### Placement view, run 1

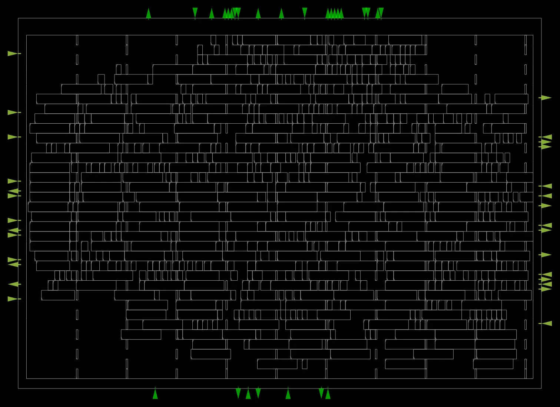
### Clock distribution, run 1

(2 px per µm)
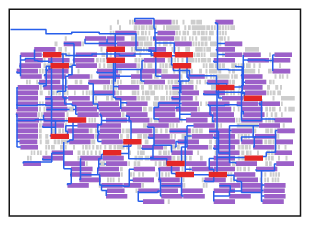
### I/O nets highlighted, run 1

(3 px per µm)
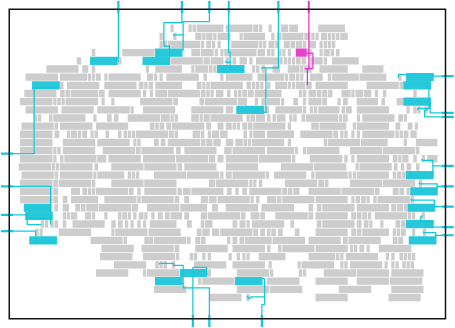
**src/rtl/op_dispatch_queue_pkg.sv**
```systemverilog
// Shared types for the op dispatch queue: op payload, dispatch FSM states, default depth.
package op_dispatch_queue_pkg;

  localparam int unsigned DEPTH_DEFAULT = 8;
  localparam int unsigned OPCODE_W      = 4;
  localparam int unsigned ARG_W         = 16;

  // Decoded op as produced by the command parser
  typedef struct packed {
    logic [OPCODE_W-1:0] opcode;
    logic [ARG_W-1:0]    arg;
  } op_st;

  typedef enum logic [1:0] {
    IDLE      = 2'd0,
    LOAD      = 2'd1,
    FIRE      = 2'd2,
    WAIT_DONE = 2'd3
  } dispatch_state_e;

endpackage

```
**src/rtl/op_dispatch_queue_fifo.sv**
```systemverilog
// Clock-enabled synchronous FIFO of op_st with flush; head is read combinationally.
module op_dispatch_queue_fifo
  import op_dispatch_queue_pkg::*;
#(
  parameter int unsigned DEPTH    = DEPTH_DEFAULT,
  parameter int unsigned CNT_BITS = $clog2(DEPTH) + 1
) (
  input  logic                clk,
  input  logic                reset,
  input  logic                clk_en,
  input  logic                push,
  input  logic                pop,
  input  logic                flush,
  input  op_st                wdata,
  output op_st                rdata,
  output logic [CNT_BITS-1:0] count,
  output logic                full
);

  localparam int unsigned PTR_W = $clog2(DEPTH);

  logic [PTR_W-1:0]    wr_ptr_q, wr_ptr_d;
  logic [PTR_W-1:0]    rd_ptr_q, rd_ptr_d;
  logic [CNT_BITS-1:0] count_q, count_d;
  logic                do_push, do_pop;
  op_st                mem_q [DEPTH];

  // Full blocks pushes even when a pop lands in the same cycle
  assign full    = (count_q == CNT_BITS'(DEPTH));
  assign do_push = push & ~full & ~flush;
  assign do_pop  = pop & (count_q != '0);
  assign rdata   = mem_q[rd_ptr_q];
  assign count   = count_q;

  // Next pointers and occupancy; flush drops everything not yet popped
  always_comb begin
    wr_ptr_d = wr_ptr_q;
    rd_ptr_d = rd_ptr_q;
    count_d  = count_q;
    if (do_push) wr_ptr_d = wr_ptr_q + PTR_W'(1);
    if (do_pop)  rd_ptr_d = rd_ptr_q + PTR_W'(1);
    if (flush) begin
      count_d  = '0;
      rd_ptr_d = wr_ptr_q;
    end else if (do_push && !do_pop) begin
      count_d = count_q + CNT_BITS'(1);
    end else if (do_pop && !do_push) begin
      count_d = count_q - CNT_BITS'(1);
    end
  end

  // Pointer and count registers
  always_ff @(posedge clk or negedge reset) begin
    if (!reset) begin
      wr_ptr_q <= '0;
      rd_ptr_q <= '0;
      count_q  <= '0;
    end else if (clk_en) begin
      wr_ptr_q <= wr_ptr_d;
      rd_ptr_q <= rd_ptr_d;
      count_q  <= count_d;
    end
  end

  // Storage array; contents are don't-care until written
  always_ff @(posedge clk) begin
    if (clk_en && do_push) mem_q[wr_ptr_q] <= wdata;
  end

endmodule

```
**src/rtl/op_dispatch_queue.sv**
```systemverilog
// Queues parser ops and hands them one at a time to the processor with a trigger/done handshake.
module op_dispatch_queue
  import op_dispatch_queue_pkg::*;
#(
  parameter int unsigned DEPTH    = DEPTH_DEFAULT,
  parameter int unsigned CNT_BITS = $clog2(DEPTH) + 1
) (
  input  logic                clk,
  input  logic                reset,
  input  logic                clk_en,
  input  op_st                in_op,
  input  logic                in_valid,
  output logic                in_rdy,
  input  logic                flush,
  output op_st                proc_op,
  output logic                proc_trigger,
  input  logic                proc_rdy,
  input  logic                proc_done,
  output logic [CNT_BITS-1:0] count,
  output logic                busy,
  output logic                empty
);

  dispatch_state_e     state_q;
  op_st                proc_op_q;
  op_st                fifo_rdata;
  logic                fifo_full;
  logic                fifo_pop;
  logic [CNT_BITS-1:0] fifo_count;

  // Reset term keeps in_rdy low while reset is held even though count reads 0
  assign in_rdy   = reset & clk_en & ~flush & ~fifo_full;
  assign fifo_pop = clk_en & (state_q == LOAD);

  op_dispatch_queue_fifo #(
    .DEPTH    (DEPTH),
    .CNT_BITS (CNT_BITS)
  ) u_fifo (
    .clk    (clk),
    .reset  (reset),
    .clk_en (clk_en),
    .push   (in_valid & in_rdy),
    .pop    (fifo_pop),
    .flush  (flush),
    .wdata  (in_op),
    .rdata  (fifo_rdata),
    .count  (fifo_count),
    .full   (fifo_full)
  );

  // Dispatch FSM and issued-op register; a flush in IDLE suppresses the LOAD so no empty pop occurs
  always_ff @(posedge clk or negedge reset) begin
    if (!reset) begin
      state_q   <= IDLE;
      proc_op_q <= '0;
    end else if (clk_en) begin
      case (state_q)
        IDLE: begin
          if ((fifo_count != '0) && proc_rdy && !flush) state_q <= LOAD;
        end
        LOAD: begin
          proc_op_q <= fifo_rdata;
          state_q   <= FIRE;
        end
        FIRE: begin
          state_q <= WAIT_DONE;
        end
        WAIT_DONE: begin
          if (proc_done) state_q <= IDLE;
        end
        default: state_q <= IDLE;
      endcase
    end
  end

  // Trigger is qualified by clk_en so it lasts one clk cycle even with a sparse enable
  assign proc_trigger = clk_en & (state_q == FIRE);
  assign proc_op      = proc_op_q;
  assign count        = fifo_count;
  assign busy         = (state_q != IDLE);
  assign empty        = (fifo_count == '0) & ~busy;

endmodule

```
**config.mk**
```make
export PLATFORM = sky130hd
export DESIGN_NAME = op_dispatch_queue
export DESIGN_NICKNAME = d
export VERILOG_FILES = /design/src/rtl/op_dispatch_queue_pkg.sv /design/src/rtl/op_dispatch_queue_fifo.sv /design/src/rtl/op_dispatch_queue.sv
export SDC_FILE = /design/constraint.sdc
export NUM_CORES = 1
export LEC_CHECK = 0
export ABC_AREA = 1
export ABC_CLOCK_PERIOD_IN_PS = 2600
export CORE_ASPECT_RATIO = 0.7
export CORE_MARGIN = 2
export CORE_UTILIZATION = 57
export DETAILED_ROUTE_END_ITERATION = 8
export DONT_BUFFER_PORTS = 1
export PLACE_DENSITY = 0.81
export REMOVE_ABC_BUFFERS = 1
export SYNTH_ARGS = -nofsm -noshare
export SYNTH_HDL_FRONTEND = slang
export SYNTH_HIERARCHICAL = 1
export SYNTH_SLANG_ARGS = --single-unit
```
**constraint.sdc**
```tcl
create_clock -name clk -period 2.6 [get_ports clk]
set_input_delay 0.39 -clock clk [delete_from_list [all_inputs] [get_ports clk]]
set_output_delay 0.39 -clock clk [all_outputs]
set_load 0.02 [all_outputs]
```
==> impl_metrics.env, run 1 <==
# yosys + openroad results
export IMPL_start_kind="flip-flop"
export IMPL_wl_per_cell_um=19.3
export IMPL_die_size_y_um=103
export IMPL_multiInputCombCellCount=441
export IMPL_die_w_um=145
export IMPL_cts_tree="built"
export IMPL_synth_comb_largest_family="simple AND/OR/NAND/NOR gates"
export IMPL_powerDensity_nw_per_um2=955
export IMPL_max_slew_margin_pct=55.1
export IMPL_drive_gt1_share_pct=11.8
export IMPL_nets=744
export IMPL_drcViolationCount=0
export IMPL_syn_to_final_growth_pct=11.6
export IMPL_drt_met1_wl_mm=7.03
export IMPL_clkTransAtPathRegs_ns=0.07
export IMPL_comb_area_share_pct=23.2
export IMPL_critPathMaxFanout=4
export IMPL_design_area_um2=8840
export IMPL_hold_violations=0
export IMPL_track_usage_pct=24.4
export IMPL_setup_viol=0
export IMPL_syn_inst=693
export IMPL_status="finished clean"
export IMPL_max_freq_ghz=0.405
export IMPL_drv_slew=0
export IMPL_edf_count=160
export IMPL_routed_via_density=5.86
export IMPL_holdCritStartpoint="in_op[4]"
export IMPL_synth_area_um2=7920
export IMPL_fin_skew_ns=0.0101
export IMPL_synth_simple_area_share_pct=15.4
export IMPL_synthAdderAreaFrac_pct=1.52
export IMPL_postCtsSetupBuffers=0
export IMPL_ys_area_um2=7920
export IMPL_seqCellArea_um2=5610
export IMPL_buffers=30
export IMPL_io_pins=55
export IMPL_worstMarginPinSlew_ns=0.673
export IMPL_cts_max_level=4
export IMPL_hold_class="in2reg"
export IMPL_met1_usage_pct=30.7
export IMPL_reg2reg_from="u_fifo/count[3]"
export IMPL_buf_share_pct=3.14
-- 'Placement view' (at the start) --
num tapcells: 185
filler cell count: 941
fraction of area in registers: 63.4%
sequential cells: 192
fin util: 66.2%

-- 'Clock distribution' (at the start) --
cells driving clock nets -> red  # count 17
flip-flops -> purple  # count 192
clock wires -> blue  # length 1850 µm
routed clock nets = 18

-- 'I/O nets highlighted' (at the start) --
proc_op -> cyan  # bits 20, direction output, end cells 20, buffers 0, wire 419 µm
in_rdy -> magenta  # bits 1, direction output, end cells 1, buffers 1, wire 35.1 µm

-- run 1: worst paths after layout --
check | endpoint | slack (ns) | cells after the start
hold / removal | u_fifo/mem_q[4][4] | 0.05 | 0
setup / recovery | u_fifo/count[3] | 0.13 | 19
max in group asynchronous | proc_op[17] | 1.98 | 2
hold reg to reg | state_q[0] | 0.56 | 2
setup reg to reg | u_fifo/count[3] | 0.13 | 19
min in group asynchronous | proc_op[3] | 0.41 | 2
-- run 1: sequential cells by signal, summed over array words and instances, names as in the netlist --
signal	count
proc_op	20
u_fifo/wr_ptr_q	3
u_fifo/count	4
state_q	2
u_fifo/rd_ptr_q	3
u_fifo/mem_q	160
-- run 1: cell usage after synthesis (4+ instances only) --
cell type	n	area share (%)
inv_1	21	1.0
o21ai_0	72	4.5
nand4_1	5	0.39
edfxtp_1	160	61
inv_2	4	0.19
nand2_1	162	7.7
clkbuf_1	16	0.76
nor2_2	7	0.55
dfrtp_1	32	10
a21oi_1	20	1.3
nand3_1	8	0.51
nor2_1	111	5.3
o21ai_1	13	0.82
a31oi_1	20	1.6
ha_1	8	1.3
buf_2	11	0.69
-- run 1: report_power, final --
group,switching [µW],internal [µW],total (µW)
registers,349,3550,3900
clock network,1180,1360,2540
logic,1360,634,2000
-- run 1: worst max-delay path: cells and delay by family, from the launching register on --
kind	cells	cell delay (ns)
adder cells (fa/ha/maj)	1	0.39
buffers and inverters	4	0.27
flip-flops	1	0.39
AND/OR/NAND/NOR	14	1.29
-- run 1: per-stage QoR --
stage	cells	setup WS, ns	utilization, %
after global placement	872	0.385	61.7
after floorplan	659	-0.679	-
after detailed placement	872	0.188	61.7
after CTS	906	0.173	66.2
after global routing	906	0.00960	66.2
final	906	0.130	66.2
### Where the registers sit, run 1

(2 px per µm)
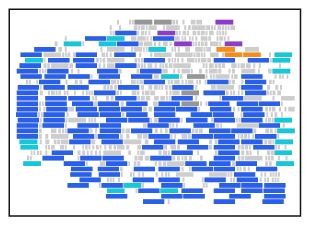

==> run 1 -> run 2 <==
CORE_ASPECT_RATIO = not set   (was 0.7)
### Where the registers sit, run 2

(2 px per µm)
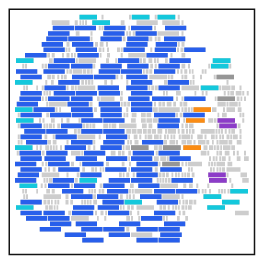
proc_op -> cyan  # flops 20, where all over the die
u_fifo/rd_ptr_q -> orange  # flops 3
u_fifo/count -> purple  # flops 4, where east
u_fifo/mem_q -> blue  # flops 160
not colored = 5

==> run 2 against run 1 <==
Effect of this change:
- die area down 0.10%
- non-clock buffer count grew 3
- clock power increased by 6%
- critical endpoint is now u_fifo/mem_q[4][2]
- sequential share of layout area decreased by 0.34 points
- power grew 1.4%
- critical path depth fell by 5
- largest power group unchanged
- clock-buffer cell count grew 3
- area after synthesis stayed put
- highest routed layer unchanged
- cell count decreased by 0.22%
- final area increased by 0.54%
- largest cell class unchanged
- register-to-register slack gained 0.07 ns
- maximum frequency grew 2.9%
==> impl_metrics.env, run 2 <==
# yosys + openroad results
export IMPL_status="finished clean"
export IMPL_setup_viol=0
export IMPL_hold_path_depth=0
export IMPL_nets=747
export IMPL_reg2reg_from="u_fifo/count[3]"
export IMPL_worstMarginPinSlew_ns=0.503
export IMPL_track_usage_pct=23.9
export IMPL_holdCritStartpoint="in_op[5]"
export IMPL_synth_top_cell_by_count="nand2_1"
export IMPL_r2r_slack_ns=0.20
export IMPL_drv_slew=0
export IMPL_largest_reg_flops=160
export IMPL_max_slew_margin_pct=66.4
export IMPL_die_w_um=122
export IMPL_cts_tree="built"
export IMPL_ys_area_um2=7920
export IMPL_cts_max_level=4
export IMPL_wl_per_cell_um=18.5
export IMPL_worst_path_buf_inv=5
export IMPL_max_flop_register="u_fifo/mem_q"
export IMPL_reg2regPathDepth=14
export IMPL_start_kind="flip-flop"
export IMPL_drive_gt1_share_pct=12.2
export IMPL_syn_to_final_growth_pct=12.2
export IMPL_top_area_cell="edfxtp_1"
export IMPL_hold_class="in2reg"
export IMPL_edf_count=160
export IMPL_topCellsByArea="edfxtp_1 (61%), dfrtp_1 (10%), nand2_1 (7.7%)"
export IMPL_path_delay_family="simple AND/OR/NAND/NOR gates"
export IMPL_top_cell_area_share_pct=60.7
export IMPL_io_pins=55
export IMPL_instances_no_fill=904
export IMPL_syn_inst=693
export IMPL_powerDensity_nw_per_um2=963
export IMPL_postCtsSetupBuffers=0
==> run 2: cell families after synthesis <==
group	Yosys count	synth area share, %
and+or+nand+nor	301	15.4
DFF	192	70.8
AOI/OAI and AO/OA	129	8.62
buffers and inverters	60	3.47
adders and majority gates	9	1.52
xor gates and xnor gates	2	0.221
==> run 2: cell type report <==
class,count,area (µm²)
Tap cell,180,225
Fill cell,986,4830
Clock inverter,11,161
Inverter,26,98.8
Sequential cell,192,5610
Multi-Input combinational cell,441,2050
Timing Repair Buffer,33,288
Clock buffer,21,460
==> run 2: through the flow <==
stage	setup TNS, ns	total power [µW]	util (%)	hold WS, ns
after floorplan	-69.44	5230	-	0.0944
after global placement	0	5790	60.1	0.0953
after detailed placement	0	5890	60.1	0.0953
after CTS	0	8580	64.8	0.0392
after global routing	0	8980	64.8	0.0301
final	0	8570	64.8	0.0503
==> run 2: layer usage <==
metal  wire length [µm]  GRT usage [%]  vias to the layer above
met5                  0              0                        -
met4                389           10.1                        0
met3               1290           5.66                       37
met2               8220           38.2                      246
met1               6850           31.7                     2531
li1                   -              -                     2416
==> run 2: how the worst max path moves through the flow <==
| stage | end | slack, ns | cells after the start |
|---|---|---|---|
| 3_5_place_dp | u_fifo/mem_q[4][2] | 0.20 | 14 |
| 6_report | u_fifo/mem_q[4][2] | 0.20 | 14 |
| 4_1_cts | u_fifo/mem_q[4][5] | 0.19 | 14 |
| 5_1_grt | u_fifo/count[3] | 0.03 | 19 |
| 2_1_floorplan | proc_op[0] | -0.68 | 7 |
| 3_3_place_gp | u_fifo/mem_q[4][13] | 0.32 | 14 |
==> run 2: power breakdown <==
part,internal [µW],switching [µW]
Clock,1650,1040
Sequential,3550,409
Combinational,637,1270
Total,5840,2720
### Placement view, run 2

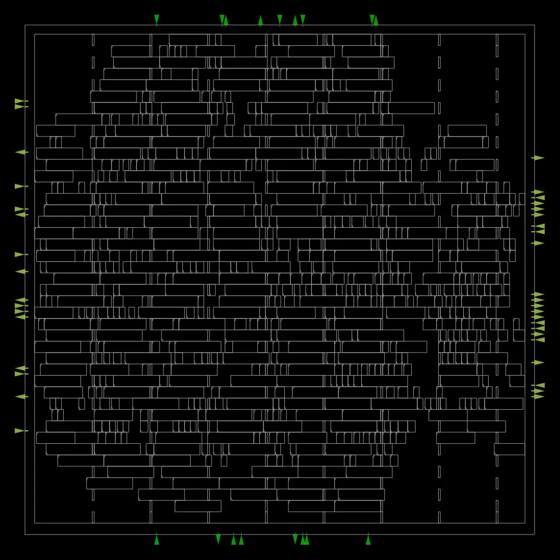

==> run 2 -> run 3 <==
CORE_MARGIN = not set   (was 2)
### Placement view, run 3

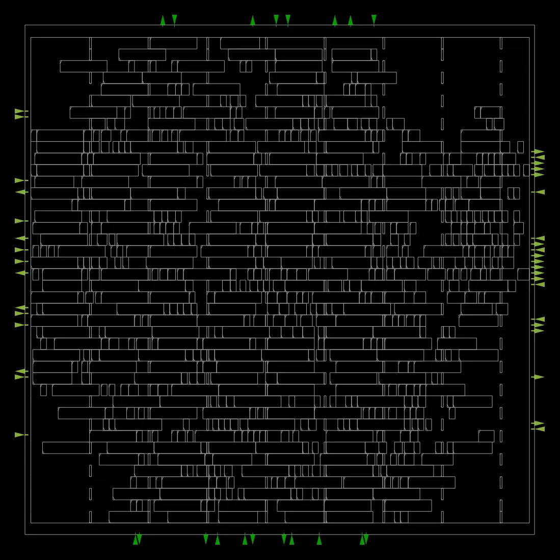
fraction of area in registers: 63.4%
num tapcells: 176
fin util: 66.0%
Finished Layout Cells: 899
Core Box Area: 13400 µm²

==> run 3 against run 2 <==
Effect of this change:
- sequential share of layout area up 0.29 points
- synthesized cell count is the same
- routed wire length up 3.8%
- sequential power shrank 1%
- clock-buffer cell count fell by 2
- area after synthesis unchanged
- power decreased by 1.7%
- global-route usage increased by 2.1 points
- final area down 0.46%
- first-iteration DRC count rose by 18%
- largest cell class unchanged
==> impl_metrics.env, run 3 <==
# yosys + openroad results
export IMPL_antenna_found_initial=0
export IMPL_top_cells_by_count="nand2_1 (162), edfxtp_1 (160), nor2_1 (111)"
export IMPL_track_usage_pct=25.9
export IMPL_num_antenna_cells=0
export IMPL_cts_repair_resize_count=0
export IMPL_ys_area_um2=7920
export IMPL_io_pins=55
export IMPL_cp_slowest_cell="dfrtp_1"
export IMPL_grt_max_degree=83
export IMPL_firstDrtPassIters=6
export IMPL_die_size_y_um=120
export IMPL_topCellsByArea="edfxtp_1 (61%), dfrtp_1 (10%), nand2_1 (7.7%)"
export IMPL_grt_pass1_wl_mm=27.4
export IMPL_grt_ovfl_total=0
export IMPL_max_freq_ghz=0.407
export IMPL_synth_top_cell_by_count="nand2_1"
export IMPL_largest_class="registers"
export IMPL_buf_share_pct=3.17
export IMPL_clockRootBuffer="clkbuf_16"
export IMPL_hold_slack_ns=0.0476
export IMPL_p_leak_uw=0.00339
export IMPL_clkTransAtPathRegs_ns=0.07
export IMPL_die_w_um=120
export IMPL_comb_area_um2=2060
export IMPL_cap_violations=0
export IMPL_cts_tree="built"
export IMPL_ir_drop_mv=0.591
export IMPL_num_fill_cells=954
export IMPL_hold_violations=0
export IMPL_inverters_excl_clock=26
export IMPL_critPathMaxStageDelay_ns=0.39
export IMPL_ys_cells=693
export IMPL_clock_path_buffers=2
export IMPL_top_area_cell="edfxtp_1"
export IMPL_worstMarginPinSlew_ns=0.810
export IMPL_finalCriticalPeriod_ns=2.45
export IMPL_wl_per_cell_um=19.3
export IMPL_seqCellArea_um2=5610
export IMPL_hold_class="in2reg"
export IMPL_setup_viol=0
export IMPL_drt_initial_drc_count=492
export IMPL_routed_via_density=5.89
export IMPL_cts_sinks=192
export IMPL_lay_top_cells="nand2_1 (162), edfxtp_1 (160), nor2_1 (107)"
export IMPL_clock_area_share_pct=6.64
export IMPL_drive_gt1_share_pct=11.9
export IMPL_place_congestion=0.886
export IMPL_dp_hpwl_mm=10.6
export IMPL_rows=42
export IMPL_comb_area_share_pct=23.2
export IMPL_end_kind="flip-flop"
export IMPL_seq_cell_count=192
export IMPL_path_cells="inv_2 > nor2_2 > nand2_2 > inv_1 > nor3_2 > and2_1 > inv_1 > nor2_8 > nand2_4 > nor2_4 > inv_2 > or2_4 > nor2_2 > buf_4"
export IMPL_fin_tns_setup_ns=0
export IMPL_drcViolationCount=0
export IMPL_max_slew_margin_pct=46.0
export IMPL_nets=746
export IMPL_cts_max_level=4
export IMPL_start_kind="flip-flop"
export IMPL_drv_slew=0
export IMPL_critical_path_class="reg2reg"
export IMPL_required_ns=2.72
export IMPL_multiInputCombCellCount=441
export IMPL_clk_latency_ns=0.43
export IMPL_grt_pass1_vias=5329
export IMPL_clkbuf_count=19
export IMPL_place_ws_ns=0.110
export IMPL_worstPathArrival_ns=2.58
export IMPL_largest_reg_flops=160
export IMPL_edf_count=160
export IMPL_ys_async_sr_fraction_pct=16.7
export IMPL_postCtsSetupBuffers=0
export IMPL_dp_cells=865
export IMPL_ant_nets=0
export IMPL_avgSynthCellArea_um2=11.4
export IMPL_status="finished clean"
export IMPL_syn_to_final_growth_pct=11.7
export IMPL_fin_skew_ns=0.00806
export IMPL_buffers=32
export IMPL_final_setup_worst_slack_ns=0.146
export IMPL_syn_inst=693
export IMPL_max_flop_register="u_fifo/mem_q"
export IMPL_synth_area_um2=7920
export IMPL_io_buffers=0
export IMPL_fp_util_pct=59.1
export IMPL_cts_hold_buffers_added=2
export IMPL_dieArea_um2=14400
export IMPL_powerDensity_nw_per_um2=951
export IMPL_top_cell_area_share_pct=60.7
[run 3: cell counts after synthesis]
No cell type changed its count.
[run 3: metrics by stage]
step	cell area [µm²]	total power, µW
after detailed placement	8230	5870
after floorplan	7740	5230
final	8850	8420
after global routing	8850	8840
after CTS	8840	8440
after global placement	8230	5760
[run 3: per-layer routing]
metal  up-vias  GRT usage [%]  wire length (µm)
li1       2419              -                 -
met1      2560           32.3              6800
met2       281           43.8              8870
met3        32           6.80              1470
met4         0           9.30               259
met5         -              0                 0
[run 3: logic make-up (layout without fill, tap and decap cells)]
kind of cell / after synthesis / in the layout / synth area share, %
XOR/XNOR: 2 / 2 / 0.221
flip-flops: 192 / 192 / 70.8
adder cells (fa/ha/maj): 9 / 9 / 1.52
AND/OR/NAND/NOR: 301 / 301 / 15.4
buffers and inverters: 60 / 90 / 3.47
AND-OR/OR-AND: 129 / 129 / 8.62
[run 3: final timing paths]
kind / endpoint / cells after the start / slack, ns / startpoint
min reg2reg: state_q[0] / 2 / 0.55 / state_q[0]
max: u_fifo/mem_q[6][9] / 14 / 0.15 / u_fifo/count[3]
min in group asynchronous: proc_op[10] / 2 / 0.42 / reset
max reg2reg: u_fifo/mem_q[6][9] / 14 / 0.15 / u_fifo/count[3]
max in group asynchronous: u_fifo/rd_ptr_q[0] / 2 / 1.96 / reset
min: u_fifo/mem_q[1][13] / 0 / 0.05 / in_op[13]
[run 3: power by group]
group / switching (µW) / leakage (µW) / internal [µW]
sequential: 370 / 0.00183 / 3550
combinational: 1310 / 0.00127 / 615
clock: 1100 / 0.000283 / 1470
[run 3: critical path, delay by kind of cell (launching register included)]
family,cells,cell delay [ns]
and+or+nand+nor,9,1.21
buffers and inverters,5,0.54
DFF,1,0.39

==> notes/layouts.md <==
Pictures saved along the way, in no particular order.

Placed cells, one color a class.
(2 px per µm)
image #1
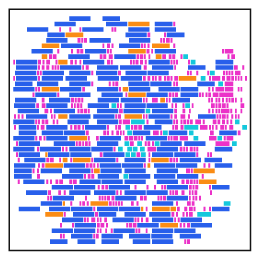
image #2
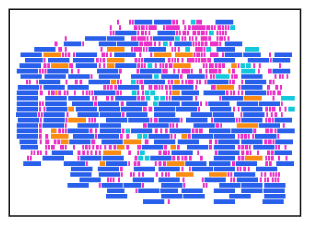
image #3
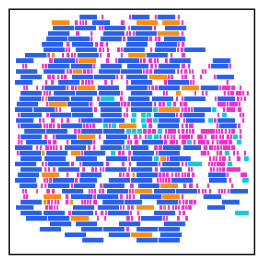
| from | picture |
|---|---|
| run 3 | image #1 |
| run 2 | image #3 |
| run 1 | image #2 |

Key to image #1:
clock drivers and dummy loads -> orange  # cells 32, share of their area 6.8%
all other logic -> magenta  # cells 467, share of their area 25%
other buffers and delay cells -> cyan  # cells 32, share of their area 3.2%
flip-flops -> blue  # cells 192, share of their area 65%

No activity file was given, so power comes from the tool's default toggle rates.
